**config.mk**
```make
export PLATFORM = sky130hd
export DESIGN_NAME = lsu_mem_ctrl
export DESIGN_NICKNAME = d
export VERILOG_FILES = /design/src/rtl/lsu_mem_ctrl.sv
export SDC_FILE = /design/constraint.sdc
export NUM_CORES = 1
export LEC_CHECK = 0
export CAP_MARGIN = 20
export CORE_MARGIN = 2
export CORE_UTILIZATION = 47
export CTS_CLUSTER_SIZE = 8
export DETAILED_ROUTE_END_ITERATION = 12
export PLACE_DENSITY = 0.83
export SLEW_MARGIN = 20
export SYNTH_ARGS = -nofsm -noshare
export SYNTH_HDL_FRONTEND = slang
export SYNTH_SLANG_ARGS = --single-unit
```
**constraint.sdc**
```tcl
create_clock -name clk -period 3.6 [get_ports clk]
set_input_delay 1.08 -clock clk [delete_from_list [all_inputs] [get_ports clk]]
set_output_delay 1.08 -clock clk [all_outputs]
set_load 0.01 [all_outputs]
```
**src/rtl/lsu_mem_ctrl.sv**
```systemverilog
// Load/store sequencer: effective address, memory handshake, load extension.
// Define LSU_MISALIGN_TRAP_EN to fault misaligned accesses instead of masking them.
module lsu_mem_ctrl #(
  parameter int ADDR_W         = 32,
  parameter int TIMEOUT_CYCLES = 64
) (
  input  logic              clk,
  input  logic              rst,
  input  logic              in_valid,
  output logic              in_ready,
  input  logic              is_store,
  input  logic [2:0]        func3,
  input  logic [11:0]       imm,
  input  logic [63:0]       rs1_data,
  input  logic [63:0]       rs2_data,
  input  logic [4:0]        rd_idx,
  output logic              mem_req,
  output logic              mem_we,
  output logic [ADDR_W-1:0] mem_addr,
  output logic [63:0]       mem_wdata,
  output logic [7:0]        mem_wstrb,
  input  logic              mem_gnt,
  input  logic              mem_rvalid,
  input  logic [63:0]       mem_rdata,
  output logic              out_valid,
  output logic [4:0]        out_rd_idx,
  output logic [63:0]       out_data,
  output logic              out_fault
);

  typedef enum logic [1:0] {IDLE, REQ, WAIT, RESP} state_t;
  localparam int CW = $clog2(TIMEOUT_CYCLES + 1);

  state_t            state_q, state_d;
  logic [CW-1:0]     cnt_q, cnt_d;
  logic [2:0]        func3_q, func3_d;
  logic [2:0]        lane_q, lane_d;
  logic              store_q, store_d;
  logic              in_ready_q, in_ready_d;
  logic              mem_req_q, mem_req_d;
  logic              mem_we_q, mem_we_d;
  logic [ADDR_W-1:0] mem_addr_q, mem_addr_d;
  logic [63:0]       mem_wdata_q, mem_wdata_d;
  logic [7:0]        mem_wstrb_q, mem_wstrb_d;
  logic              out_valid_q, out_valid_d;
  logic [4:0]        out_rd_idx_q, out_rd_idx_d;
  logic [63:0]       out_data_q, out_data_d;
  logic              out_fault_q, out_fault_d;

  logic [ADDR_W-1:0] ea_raw, ea;
  logic [2:0]        amask;
  logic [7:0]        smask;
  logic              legal, misal;
  logic [63:0]       shifted, ext;
  logic              unused_bits;

  assign unused_bits = ^rs1_data[63:ADDR_W];

  always_comb begin
    ea_raw = rs1_data[ADDR_W-1:0] + {{(ADDR_W-12){imm[11]}}, imm};
    unique case (func3[1:0])
      2'b00:   begin amask = 3'b000; smask = 8'h01; end
      2'b01:   begin amask = 3'b001; smask = 8'h03; end
      2'b10:   begin amask = 3'b011; smask = 8'h0f; end
      default: begin amask = 3'b111; smask = 8'hff; end
    endcase
    legal = is_store ? !func3[2] : (func3 != 3'b111);
`ifdef LSU_MISALIGN_TRAP_EN
    misal = |(ea_raw[2:0] & amask);
    ea    = ea_raw;
`else
    misal = 1'b0;
    ea    = ea_raw & ~{{(ADDR_W-3){1'b0}}, amask};
`endif
  end

  always_comb begin
    shifted = mem_rdata >> {lane_q, 3'b000};
    case (func3_q)
      3'b000:  ext = {{56{shifted[7]}}, shifted[7:0]};
      3'b001:  ext = {{48{shifted[15]}}, shifted[15:0]};
      3'b010:  ext = {{32{shifted[31]}}, shifted[31:0]};
      3'b100:  ext = {56'd0, shifted[7:0]};
      3'b101:  ext = {48'd0, shifted[15:0]};
      3'b110:  ext = {32'd0, shifted[31:0]};
      default: ext = shifted;
    endcase
  end

  always_comb begin
    state_d      = state_q;
    cnt_d        = cnt_q;
    func3_d      = func3_q;
    lane_d       = lane_q;
    store_d      = store_q;
    mem_we_d     = mem_we_q;
    mem_addr_d   = mem_addr_q;
    mem_wdata_d  = mem_wdata_q;
    mem_wstrb_d  = mem_wstrb_q;
    out_rd_idx_d = out_rd_idx_q;
    out_data_d   = out_data_q;
    out_fault_d  = out_fault_q;
    unique case (state_q)
      IDLE: begin
        if (in_valid) begin
          cnt_d        = '0;
          func3_d      = func3;
          lane_d       = ea[2:0];
          store_d      = is_store;
          mem_we_d     = is_store;
          mem_addr_d   = {ea[ADDR_W-1:3], 3'b000};
          mem_wdata_d  = rs2_data << {ea[2:0], 3'b000};
          mem_wstrb_d  = smask << ea[2:0];
          out_rd_idx_d = rd_idx;
          out_data_d   = '0;
          out_fault_d  = 1'b0;
          if (!legal || misal) begin
            state_d     = RESP;
            out_fault_d = 1'b1;
          end else begin
            state_d = REQ;
          end
        end
      end
      REQ: begin
        cnt_d = cnt_q + 1'b1;
        if (mem_gnt) begin
          state_d = store_q ? RESP : WAIT;
        end else if (cnt_d == CW'(TIMEOUT_CYCLES)) begin
          state_d     = RESP;
          out_fault_d = 1'b1;
        end
      end
      WAIT: begin
        cnt_d = cnt_q + 1'b1;
        if (mem_rvalid) begin
          state_d    = RESP;
          out_data_d = ext;
        end else if (cnt_d == CW'(TIMEOUT_CYCLES)) begin
          state_d     = RESP;
          out_fault_d = 1'b1;
        end
      end
      default: state_d = IDLE;
    endcase
    // Handshake outputs are registered copies of the next state.
    in_ready_d  = (state_d == IDLE);
    mem_req_d   = (state_d == REQ);
    out_valid_d = (state_d == RESP);
  end

  always_ff @(posedge clk) begin
    if (rst) begin
      state_q      <= IDLE;
      cnt_q        <= '0;
      func3_q      <= '0;
      lane_q       <= '0;
      store_q      <= 1'b0;
      in_ready_q   <= 1'b1;
      mem_req_q    <= 1'b0;
      mem_we_q     <= 1'b0;
      mem_addr_q   <= '0;
      mem_wdata_q  <= '0;
      mem_wstrb_q  <= '0;
      out_valid_q  <= 1'b0;
      out_rd_idx_q <= '0;
      out_data_q   <= '0;
      out_fault_q  <= 1'b0;
    end else begin
      state_q      <= state_d;
      cnt_q        <= cnt_d;
      func3_q      <= func3_d;
      lane_q       <= lane_d;
      store_q      <= store_d;
      in_ready_q   <= in_ready_d;
      mem_req_q    <= mem_req_d;
      mem_we_q     <= mem_we_d;
      mem_addr_q   <= mem_addr_d;
      mem_wdata_q  <= mem_wdata_d;
      mem_wstrb_q  <= mem_wstrb_d;
      out_valid_q  <= out_valid_d;
      out_rd_idx_q <= out_rd_idx_d;
      out_data_q   <= out_data_d;
      out_fault_q  <= out_fault_d;
    end
  end

  assign in_ready   = in_ready_q;
  assign mem_req    = mem_req_q;
  assign mem_we     = mem_we_q;
  assign mem_addr   = mem_addr_q;
  assign mem_wdata  = mem_wdata_q;
  assign mem_wstrb  = mem_wstrb_q;
  assign out_valid  = out_valid_q;
  assign out_rd_idx = out_rd_idx_q;
  assign out_data   = out_data_q;
  assign out_fault  = out_fault_q;

endmodule

```
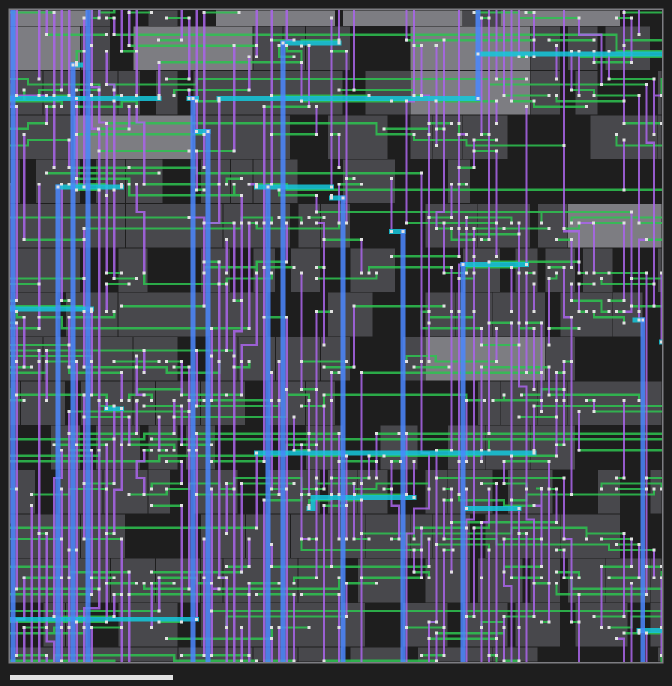
**Above:** layout detail.
Scale bar: 10 um. Region (61, 29) to (101, 69) um. Cells in gray, sequential cells in the stronger gray; small squares are vias.
M4 -> blue
M2 -> purple
M1 -> green
M3 -> cyan
most frequent = buf_4 (26), nand2_1 (12), a21oi_1 (12)
sequential cells in the window = 7
cells with their middle in the window = 136
netlist names of flops here include = `mem_addr` (3), `mem_wstrb` (3)

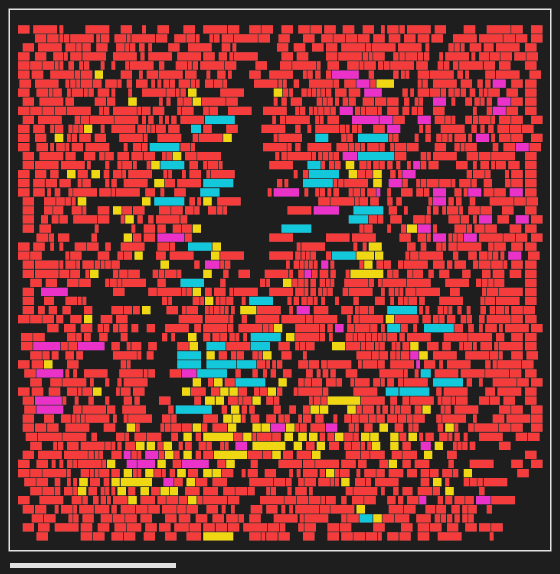
**Above:** sizing map.
Scale bar: 50 um.
x3 and x4 -> yellow  # cells 135, share 7.1%
x6 and larger -> cyan  # cells 38, share 2.0%
x1 and smaller -> red  # cells 1676, share 88%
x2 -> magenta  # cells 58, share 3.0%

==> impl_metrics.env <==
# source this file to load flow results
export IMPL_overflow=0
export IMPL_post_cts_buffers=0
export IMPL_fillCellCount=1967
export IMPL_r2r_end="out_data[16]"
export IMPL_timing_setup_tns_ns=0
export IMPL_tool_warnings=63
export IMPL_async_flop_share_pct=0
export IMPL_nNonClkBuffers=486
export IMPL_hold_viol_final=0
export IMPL_crit_type="in2reg"
export IMPL_yosys_stat_seqShare_pct=32.3
export IMPL_grtUsageMet3_pct=7.43
export IMPL_tightest_slew_ns=0.793
export IMPL_cts_htree_levels=4
export IMPL_dp_cells=2198
export IMPL_nNonClkInverters=13
export IMPL_outcome="completed"
export IMPL_powerComb_mw=3.15
export IMPL_postPlaceCellArea_um2=16300
export IMPL_drive_gt1_share_pct=12.1
export IMPL_yosys_cell_types_count=67
export IMPL_yosys_area_um2=11800
export IMPL_critPathRequiredTime_ns=3.96
export IMPL_met1_usage_pct=41.7
